<file path="src/rtl/bsg_tun_dmx_credit_split_if.sv">
// Tunnel demux bundle: upstream word handshake, per-channel
// delivery, credit returns and status. slave = demux, master = driver.
interface bsg_tun_dmx_credit_split_if #(
    parameter int width_p    = 64,
    parameter int num_chan_p = 3
);
    logic                  valid_i;
    logic [width_p-1:0]    data_i;
    logic                  yumi_o;
    logic [num_chan_p-1:0] v_o;
    logic [width_p-1:0]    data_o;
    logic [num_chan_p-1:0] credit_i;
    logic [7:0]            drop_cnt_o;
    logic                  err_o;

    modport slave (
        input  valid_i, data_i, credit_i,
        output yumi_o, v_o, data_o,
        output drop_cnt_o, err_o
    );

    modport master (
        output valid_i, data_i, credit_i,
        input  yumi_o, v_o, data_o,
        input  drop_cnt_o, err_o
    );
endinterface

</file>
<file path="src/rtl/bsg_tun_dmx_credit_split.sv">
// Credit-based tunnel demux: routes words by 2-bit top field to one of
// num_chan_p channels, drops illegal channels. Ports: clk_i, reset_n_i, tun.
module bsg_tun_dmx_credit_split #(
    parameter int width_p    = 64,
    parameter int num_chan_p = 3,
    parameter int credits_p  = 4
) (
    input  logic clk_i,
    input  logic reset_n_i,
    bsg_tun_dmx_credit_split_if.slave tun
);
    localparam logic [2:0] nchan_lp = 3'(num_chan_p);
    localparam logic [3:0] cred_lp  = 4'(credits_p);

    logic [1:0]            chan;
    logic                  legal;
    logic                  yumi;
    logic [3:0]            has_cred;
    logic [num_chan_p-1:0] send;
    logic [3:0]            cnt [num_chan_p];

    logic [num_chan_p-1:0] v_q;
    logic [width_p-1:0]    data_q;
    logic [7:0]            drop_q;
    logic                  err_q;

    assign chan  = tun.data_i[width_p-1 -: 2];
    assign legal = {1'b0, chan} < nchan_lp;

    // Padded to 4 so an illegal chan never indexes past the array.
    always_comb begin
        has_cred = '0;
        for (int c = 0; c < num_chan_p; c++)
            has_cred[c] = (cnt[c] != 4'd0);
    end

    assign yumi = reset_n_i & tun.valid_i
                & (~legal | has_cred[chan]);

    always_comb begin
        send = '0;
        for (int c = 0; c < num_chan_p; c++)
            send[c] = yumi & legal & (chan == 2'(c));
    end

    always_ff @(posedge clk_i or negedge reset_n_i) begin
        if (!reset_n_i) begin
            v_q    <= '0;
            data_q <= '0;
            drop_q <= '0;
            err_q  <= 1'b0;
            for (int c = 0; c < num_chan_p; c++)
                cnt[c] <= cred_lp;
        end else begin
            v_q <= send;
            if (yumi & legal)
                data_q <= tun.data_i;
            if (yumi & ~legal & (drop_q != 8'hff))
                drop_q <= drop_q + 8'd1;
            // Send and return in one cycle cancel out.
            for (int c = 0; c < num_chan_p; c++) begin
                unique case (1'b1)
                    send[c] & ~tun.credit_i[c]:
                        cnt[c] <= cnt[c] - 4'd1;
                    ~send[c] & tun.credit_i[c]: begin
                        if (cnt[c] == cred_lp)
                            err_q <= 1'b1;
                        else
                            cnt[c] <= cnt[c] + 4'd1;
                    end
                    default: ;
                endcase
            end
        end
    end

    assign tun.yumi_o     = yumi;
    assign tun.v_o        = v_q;
    assign tun.data_o     = data_q;
    assign tun.drop_cnt_o = drop_q;
    assign tun.err_o      = err_q;
endmodule
</file>
<file path="src/flat_wrapper.sv">
// flat-port wrapper written by rule: the top's interface ports become plain ports
module bsg_tun_dmx_credit_split_flat 
#(
    parameter int width_p    = 64,
    parameter int num_chan_p = 3,
    parameter int credits_p  = 4
)
  (clk_i, reset_n_i, tun_valid_i, tun_data_i, tun_credit_i, tun_yumi_o, tun_v_o, tun_data_o, tun_drop_cnt_o, tun_err_o);
  bsg_tun_dmx_credit_split_if #(.width_p(width_p), .num_chan_p(num_chan_p)) tun_i ();
  input  logic clk_i;
  input  logic reset_n_i;
  input wire logic [$bits(tun_i.valid_i)-1:0] tun_valid_i;
  input wire logic [$bits(tun_i.data_i)-1:0] tun_data_i;
  input wire logic [$bits(tun_i.credit_i)-1:0] tun_credit_i;
  output wire logic [$bits(tun_i.yumi_o)-1:0] tun_yumi_o;
  output wire logic [$bits(tun_i.v_o)-1:0] tun_v_o;
  output wire logic [$bits(tun_i.data_o)-1:0] tun_data_o;
  output wire logic [$bits(tun_i.drop_cnt_o)-1:0] tun_drop_cnt_o;
  output wire logic [$bits(tun_i.err_o)-1:0] tun_err_o;
  assign tun_i.valid_i = tun_valid_i;
  assign tun_i.data_i = tun_data_i;
  assign tun_i.credit_i = tun_credit_i;
  assign tun_yumi_o = tun_i.yumi_o;
  assign tun_v_o = tun_i.v_o;
  assign tun_data_o = tun_i.data_o;
  assign tun_drop_cnt_o = tun_i.drop_cnt_o;
  assign tun_err_o = tun_i.err_o;
  bsg_tun_dmx_credit_split #(.width_p(width_p), .num_chan_p(num_chan_p), .credits_p(credits_p)) u_core (.clk_i(clk_i), .reset_n_i(reset_n_i), .tun(tun_i));
endmodule
</file>
<file path="config.mk">
export PLATFORM = sky130hd
export DESIGN_NAME = bsg_tun_dmx_credit_split_flat
export DESIGN_NICKNAME = d
export VERILOG_FILES = /design/src/rtl/bsg_tun_dmx_credit_split_if.sv /design/src/rtl/bsg_tun_dmx_credit_split.sv /design/src/flat_wrapper.sv
export SDC_FILE = /design/constraint.sdc
export NUM_CORES = 1
export LEC_CHECK = 0
export CORE_ASPECT_RATIO = 1.4
export CORE_UTILIZATION = 44
export CTS_CLUSTER_SIZE = 14
export DETAILED_ROUTE_END_ITERATION = 16
export GPL_TIMING_DRIVEN = 1
export PLACE_DENSITY = 0.78
export SLEW_MARGIN = 0
export SYNTH_ARGS = -nofsm -noshare
export SYNTH_HDL_FRONTEND = slang
export SYNTH_SLANG_ARGS = --single-unit
</file>
<file path="constraint.sdc">
create_clock -name clk_i -period 3.05 [get_ports clk_i]
set_clock_uncertainty 0.2 [all_clocks]
set_input_delay 0.61 -clock clk_i [delete_from_list [all_inputs] [get_ports clk_i]]
set_output_delay 0.61 -clock clk_i [all_outputs]
set_load 0.01 [all_outputs]
</file>
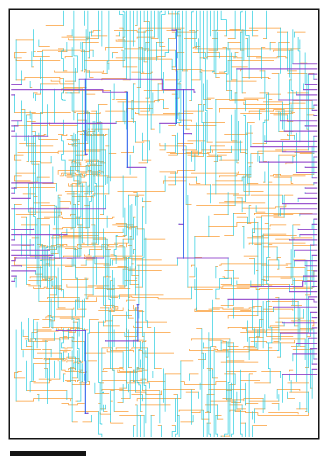
Run 1: metal layers overlaid
Bar = 20 µm.
legend:
  cyan:
    layer: M2
    wire_length: 4600 µm
  purple:
    layer: M3
    wire_length: 601 µm
  blue:
    layer: M4
    wire_length: 139 µm
  orange:
    layer: M1
    wire_length: 3270 µm
DR vias: 2715
Routed WL per cell: 15.9 µm
GR Util All Layers: 20.3%
Total Routed Length: 8.61 mm

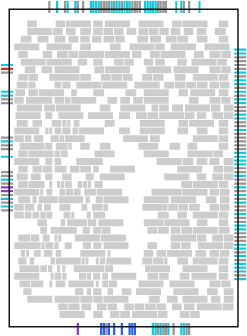
Run 1: pin map
Pins as bars across the die edge, other pins in grey.
legend:
  red:
    port: clk_i
    pins: 1
    direction: input
    edge: left
  purple:
    port: tun_credit_i
    pins: 3
    direction: input
    edge: 2 left, 1 bottom
  cyan:
    port: tun_data_i
    pins: 64
    direction: input
    edge: 29 right, 21 top, 8 left, 6 bottom
  blue:
    port: tun_drop_cnt_o
    pins: 8
    direction: output
    edge: bottom
all pins by edge: 61 right, 41 top, 23 left, 22 bottom

==> flow_metrics.tcl, run 1 <==
# flow metrics
set metrics [dict create \
    ys_top_cells_by_area "dfrtp_1 (56%), mux2_2 (16%), mux2_1 (3.5%)" \
    regArea_mm2 0.00221 \
    path_clk_slew_ns 0.06 \
    rsz0062_at_grt "no" \
    area_delta_synth_final_pct 53.2 \
    yosys.area.top_type "dfrtp_1" \
    top_layer "met4" \
    postSynthSeqShare_pct 57.6 \
    synth.most_common_cell "dfrtp_1" \
    fin_ws_ns 0.0636 \
    crit_type "primary input to output port" \
    root_buffer "clkbuf_16" \
    power.leakage_nw 2.50 \
    layout.nets 516 \
    antenna_found_initial 0 \
    ios 147 \
    fin_crit_sh_pct 97.9 \
    syn_inst 270 \
    ys_cells 270 \
    status "complete, no violations" \
    htree_levels 3 \
    cp-end-kind "output port" \
    avgSynthCellArea_um2 14.2 \
    finalHoldViolCount 0 \
    ant_nets 0 \
    grt_pass1_vias 2880 \
    rows 39 \
    postLayoutCoreUtil_pct 70.7 \
    drv_slew 0 \
    yosysChipArea_mm2 0.00383 \
    cp-start-kind "primary input" \
    warning_count 26 \
    period_minus_slack_ns 2.99 \
    drc 0 \
    setup_viol 0 \
    logic_area_mm2 0.00154 \
    grt_start_max_net_pins 81 \
    dp_slack_ns -0.0546 \
    drt_pass1_iterations 4 \
    viasPerCell 5.00 \
    required_ns 2.24 \
    synth-edff-count 0 \
    antenna_cells 0 \
    flop_cell "dfrtp_1" \
    drt_iter0_drc 102 \
    ys_sh_aoi_pct 5.42 \
    relSlewSlack_pct 33.3 \
    p_total_w 0.00495 \
    route.met3.wl_um 601 \
    dpl.cell_count 526 \
    fin_cells 543 \
    crit_arrival_ns 2.18 \
    cap_viol_max_count 0 \
    hold_path_class "primary input to async pin" \
    fp.coreArea_mm2 0.00830 \
    cts_tree "built" \
    p_per_area_mw_per_mm2 844 \
    final.fill_count 591 \
    simple_gate_share_pct 7.19 \
    gp_congestion 0.874 \
    fmax_ghz 0.335 \
    top_cell_area_share_pct 55.6 \
    met1_length_mm 3.27 \
]
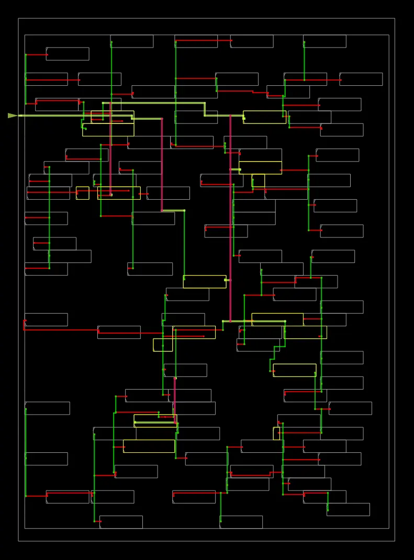
Run 1: clock routing
Inserted Clock Buffers: 9
Layout clock buffers: 10
CTS Sinks: 88
flop count: 88

==> run 1: metal layers <==
layer / track usage (%) / vias up
met5: 0 / -
met4: 7.98 / 0
met3: 5.37 / 14
met2: 36.8 / 100
met1: 21.9 / 1309
li1: - / 1292
==> run 1: worst paths after layout <==
| check | startpoint | slack [ns] | depth (start not counted) | end |
|---|---|---|---|---|
| max in group asynchronous | reset_n_i | 1.61 | 2 | u_core.cnt[0]$_DFFE_PN0P_ |
| setup / recovery | tun_data_i[62] | 0.06 | 6 | tun_yumi_o |
| hold reg to reg | u_core.tun.data_o[26]$_DFFE_PN0P_ | 0.29 | 1 | u_core.tun.data_o[26]$_DFFE_PN0P_ |
| setup reg to reg | u_core.cnt[5]$_DFFE_PN0P_ | 0.21 | 9 | u_core.cnt[7]$_DFFE_PN0P_ |
| min in group clk_i | u_core.tun.data_o[26]$_DFFE_PN0P_ | 0.29 | 1 | u_core.tun.data_o[26]$_DFFE_PN0P_ |
| hold / removal | reset_n_i | 0.04 | 1 | u_core.cnt[10]$_DFFE_PN1P_ |
==> run 1: report_power, final <==
group | switching (W) | total (W) | internal (W)
clock | 0.000456 | 0.00126 | 0.000806
combinational | 0.000689 | 0.00181 | 0.00112
sequential | 0.000297 | 0.00188 | 0.00159
total | 0.00144 | 0.00495 | 0.00351
==> run 1: kinds of logic after synthesis <==
group / Yosys count
muxes: 68
buffers and inverters: 11
and+or+nand+nor: 50
xor gates and xnor gates: 16
AOI/OAI and AO/OA: 27
adders and majority gates: 10
DFF: 88
==> run 1: sequential cells by signal, summed over array words and instances, names as in the netlist <==
signal                 flops
u_core.tun.err_o           1
u_core.cnt                12
u_core.tun.data_o         64
u_core.tun.drop_cnt_o      8
u_core.tun.v_o             3
==> run 1: metrics by stage <==
| step | instance area [µm²] | TNS, ns |
|---|---|---|
| floorplan | 3830 | 0 |
| global placement | 5500 | 0 |
| detailed placement | 5500 | -0.0546 |
| CTS | 5860 | 0 |
| global route | 5870 | 0 |
| finish | 5870 | 0 |
==> run 1: layout make-up <==
class,instances,area share [%]
Clock buffer,10,3.90
Tap cell,102,2.18
Timing Repair Buffer,164,27.9
Clock inverter,6,1.98
Sequential cell,88,37.6
Inverter,2,0.128
Multi-Input combinational cell,171,26.3
==> run 1: layout by cell type, fill, tap and decap left out, types with 3 or more instances in the layout <==
master / instances
a21o_1: 5
a21oi_1: 5
a31oi_1: 3
buf_12: 3
buf_4: 15
bufinv_16: 3
clkbuf_16: 9
clkdlybuf4s50_1: 144
dfrtp_1: 85
dfstp_2: 3
fa_1: 3
ha_1: 7
mux2_1: 12
mux2_2: 56
nand2_1: 11
nand3_1: 7
nand4_1: 3
nor2_1: 10
o21ai_0: 3
or2_2: 3
or3_1: 3
xnor2_1: 9
xor2_1: 7
==> run 1: worst max-delay path, delay by kind of cell <==
| family | cells | cell delay [ns] |
|---|---|---|
| AOI/OAI and AO/OA | 1 | 0.07 |
| buffers and inverters | 3 | 1.11 |
| and+or+nand+nor | 2 | 0.38 |
==> run 1: what timing repair did <==
action	in CTS	in global routing
hold endpoints to repair	7	0
setup endpoints to repair	0	1
hold buffers	1	0
resized	0	2
setup buffers	0	0
==> run 1 -> run 2 <==
--- a/config.mk
+++ b/config.mk
@@ -7,7 +7,6 @@
 export LEC_CHECK = 0
 export CORE_ASPECT_RATIO = 1.4
 export CORE_UTILIZATION = 44
-export CTS_CLUSTER_SIZE = 14
 export DETAILED_ROUTE_END_ITERATION = 16
 export GPL_TIMING_DRIVEN = 1
 export PLACE_DENSITY = 0.78
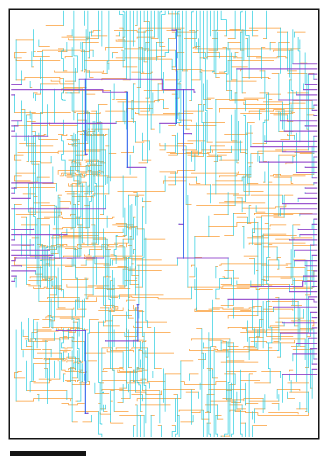
Run 2: metal layers overlaid
Bar = 20 µm.
legend:
  cyan:
    layer: M2
    wire_length: 4600 µm
  blue:
    layer: M4
    wire_length: 139 µm
  purple:
    layer: M3
    wire_length: 601 µm
  orange:
    layer: M1
    wire_length: 3270 µm

==> flow_metrics.tcl, run 2 <==
# flow metrics
set metrics [dict create \
    status "complete, no violations" \
    placed_area_mm2 0.00550 \
    fin_area_mm2 0.00587 \
    ys_types 42 \
    critPathSlowestCell "clkdlybuf4s50_1" \
    drc 0 \
    chip_area_mm2 0.00908 \
    flop_cell "dfrtp_1" \
    ant_nets 0 \
    fp.dieH_um 112 \
    reg2reg_depth 9 \
    synth.most_common_cell "dfrtp_1" \
    finalHoldViolCount 0 \
    avgSynthCellArea_um2 14.2 \
    fin_cells 543 \
    rows 39 \
    synth_flops 88 \
    htree_levels 3 \
    layout.nets 516 \
    r2r_end "u_core.cnt[7]$_DFFE_PN0P_" \
    synth-edff-count 0 \
    cp-end-kind "output port" \
    yosys.area.top_type "dfrtp_1" \
    grt_first_pass_wirelength_mm 13.9 \
    antenna_found_initial 0 \
    cpPeakStageDelay_ns 0.54 \
    totalWireLength_mm 8.61 \
    relSlewSlack_pct 33.3 \
    crit_type "primary input to output port" \
    root_buffer "clkbuf_16" \
    cp-start-kind "primary input" \
    top_cells_by_count "dfrtp_1 (85), mux2_2 (56), mux2_1 (12)" \
    critPathBufInv 3 \
    fp_util_pct 46.2 \
    rr_startpoint "u_core.cnt[5]$_DFFE_PN0P_" \
    vdd_drop_max_v 0.000557 \
    largest_reg_flops 64 \
    period_minus_slack_ns 2.99 \
    hold_path_class "primary input to async pin" \
    critPathCapture "tun_yumi_o" \
    fp.coreArea_mm2 0.00830 \
    cts_tree "built" \
    fp.dieW_um 80.8 \
    reg2reg_slack_ns 0.21 \
    ys_top_cells_by_area "dfrtp_1 (56%), mux2_2 (16%), mux2_1 (3.5%)" \
    logic_area_mm2 0.00154 \
    grt_overflow_total 0 \
    syn_inst 270 \
    yosys_warnings 0 \
    cts-buffers-inserted 9 \
    path_clk_slew_ns 0.06 \
    area_delta_synth_final_pct 53.2 \
    synth-async-reset-ratio_pct 100 \
    setup_viol 0 \
    rsz0062_at_grt "no" \
    wl_per_cell_um 15.9 \
    syn-cell-area_mm2 0.00383 \
    drv_slew 0 \
    clk_latency_ns 0.33 \
    cp.depth 6 \
    warning_count 26 \
    postSynthSeqShare_pct 57.6 \
    grt_pass1_vias 2880 \
    critical_path.most_common_cell "clkdlybuf4s50_1" \
    drive_gt1_share_pct 23.1 \
    place_hpwl_mm 6.26 \
    ys_cells 270 \
    cp-startpoint "tun_data_i[62]" \
    yosysChipArea_mm2 0.00383 \
    post-cts-setup-buffers 0 \
    ios 147 \
    required_ns 2.24 \
    cp_top_family "buffers and inverters" \
    clkSinkCount 88 \
    drt_iter0_drc 102 \
    syn_nets 350 \
    fmax_ghz 0.335 \
    io_buffers 146 \
    power.leakage_nw 2.50 \
    grt_start_max_net_pins 81 \
    lay_top_count "clkdlybuf4s50_1" \
    clock_path_buffers 2 \
    viasPerCell 5.00 \
    final.fill_count 591 \
    tightest_slew_ns 1.00 \
    gp_congestion 0.874 \
    gr-usage-all-layers_pct 20.3 \
    fin_crit_sh_pct 97.9 \
    lay_top_cells "clkdlybuf4s50_1 (144), dfrtp_1 (85), mux2_2 (56)" \
    p_per_area_mw_per_mm2 844 \
    dpl.cell_count 526 \
    crit_arrival_ns 2.18 \
    worstPathCellList "clkdlybuf4s50_1 > buf_4 > and4bb_4 > o21ai_2 > nand3_2 > clkdlybuf4s50_1" \
    vias 2715 \
    drt_pass1_iterations 4 \
    worst-path-max-fanout 3 \
    cap_viol_max_count 0 \
    antenna_cells 0 \
    top_cell_area_share_pct 55.6 \
]
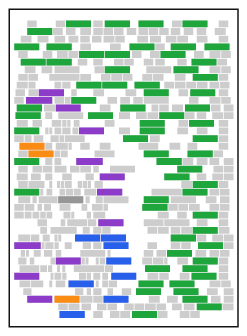
Run 2: sequential cells coloured by netlist name
legend:
  orange:
    name_in_the_netlist: u_core.tun.v_o
    sequential_cells: 3
  blue:
    name_in_the_netlist: u_core.tun.drop_cnt_o
    sequential_cells: 8
    where: bottom middle
  purple:
    name_in_the_netlist: u_core.cnt
    sequential_cells: 12
  green:
    name_in_the_netlist: u_core.tun.data_o
    sequential_cells: 64
    where: widely spread
not coloured: 1
Seq/total area: 37.6%
Seq power: 0.00188 W
register area: 0.00221 mm²
Final Util: 70.7%

-- run 2: worst min-delay path by stage --
stage / cells after the start / startpoint / end
after floorplan: 0 / reset_n_i / u_core.cnt[0]$_DFFE_PN0P_
final: 1 / reset_n_i / u_core.cnt[10]$_DFFE_PN1P_
after detailed placement: 1 / reset_n_i / u_core.cnt[9]$_DFFE_PN0P_
after global routing: 1 / reset_n_i / u_core.cnt[10]$_DFFE_PN1P_
after CTS: 1 / reset_n_i / u_core.cnt[10]$_DFFE_PN1P_
after global placement: 1 / reset_n_i / u_core.cnt[9]$_DFFE_PN0P_
-- run 2: cell type report --
type	instances	share of cell area, %
Sequential cell	88	37.6
Clock inverter	6	1.98
Inverter	2	0.128
Clock buffer	10	3.90
Timing Repair Buffer	164	27.9
Tap cell	102	2.18
Multi-Input combinational cell	171	26.3
-- run 2: logic make-up (layout without fill, tap and decap cells) --
group                    count (synthesis)  after routing  share of synthesized area [%]
AND-OR/OR-AND                           27             27                           5.43
XOR/XNOR                                16             16                           3.66
AND/OR/NAND/NOR                         50             50                           7.19
adder cells (fa/ha/maj)                 10             10                           3.86
multiplexers                            68             68                           20.0
flip-flops                              88             88                           57.6
buffers and inverters                   11            182                           2.25
-- run 2: power breakdown --
group          internal (W)  switching, W
Clock              0.000806      0.000456
Combinational       0.00112      0.000689
Sequential          0.00159      0.000297
-- run 2: per-stage QoR --
stage | setup TNS, ns | total power [W] | worst slack (ns) | hold WS [ns]
after CTS | 0 | 0.00500 | 0.0488 | 0.0379
after floorplan | 0 | 0.00274 | 0.373 | 0.114
after global routing | 0 | 0.00524 | 0.00462 | 0.0356
final | 0 | 0.00495 | 0.0636 | 0.0428
after global placement | 0 | 0.00364 | 0.0301 | 0.262
after detailed placement | -0.0546 | 0.00372 | -0.0546 | 0.263
-- run 2: repair_timing --
| item | in CTS | in global routing |
|---|---|---|
| resized | 0 | 2 |
| hold endpoints to repair | 7 | 0 |
| setup endpoints to repair | 0 | 1 |
| hold buffers | 1 | 0 |
-- run 2: layer usage --
metal	wire length, µm	vias to the layer above	global-route usage, %
met5	0	-	0
met4	139	0	7.98
met3	601	14	5.37
met2	4600	100	36.8
met1	3270	1309	21.9
li1	-	1292	-
Power and IR drop assume default switching activity.
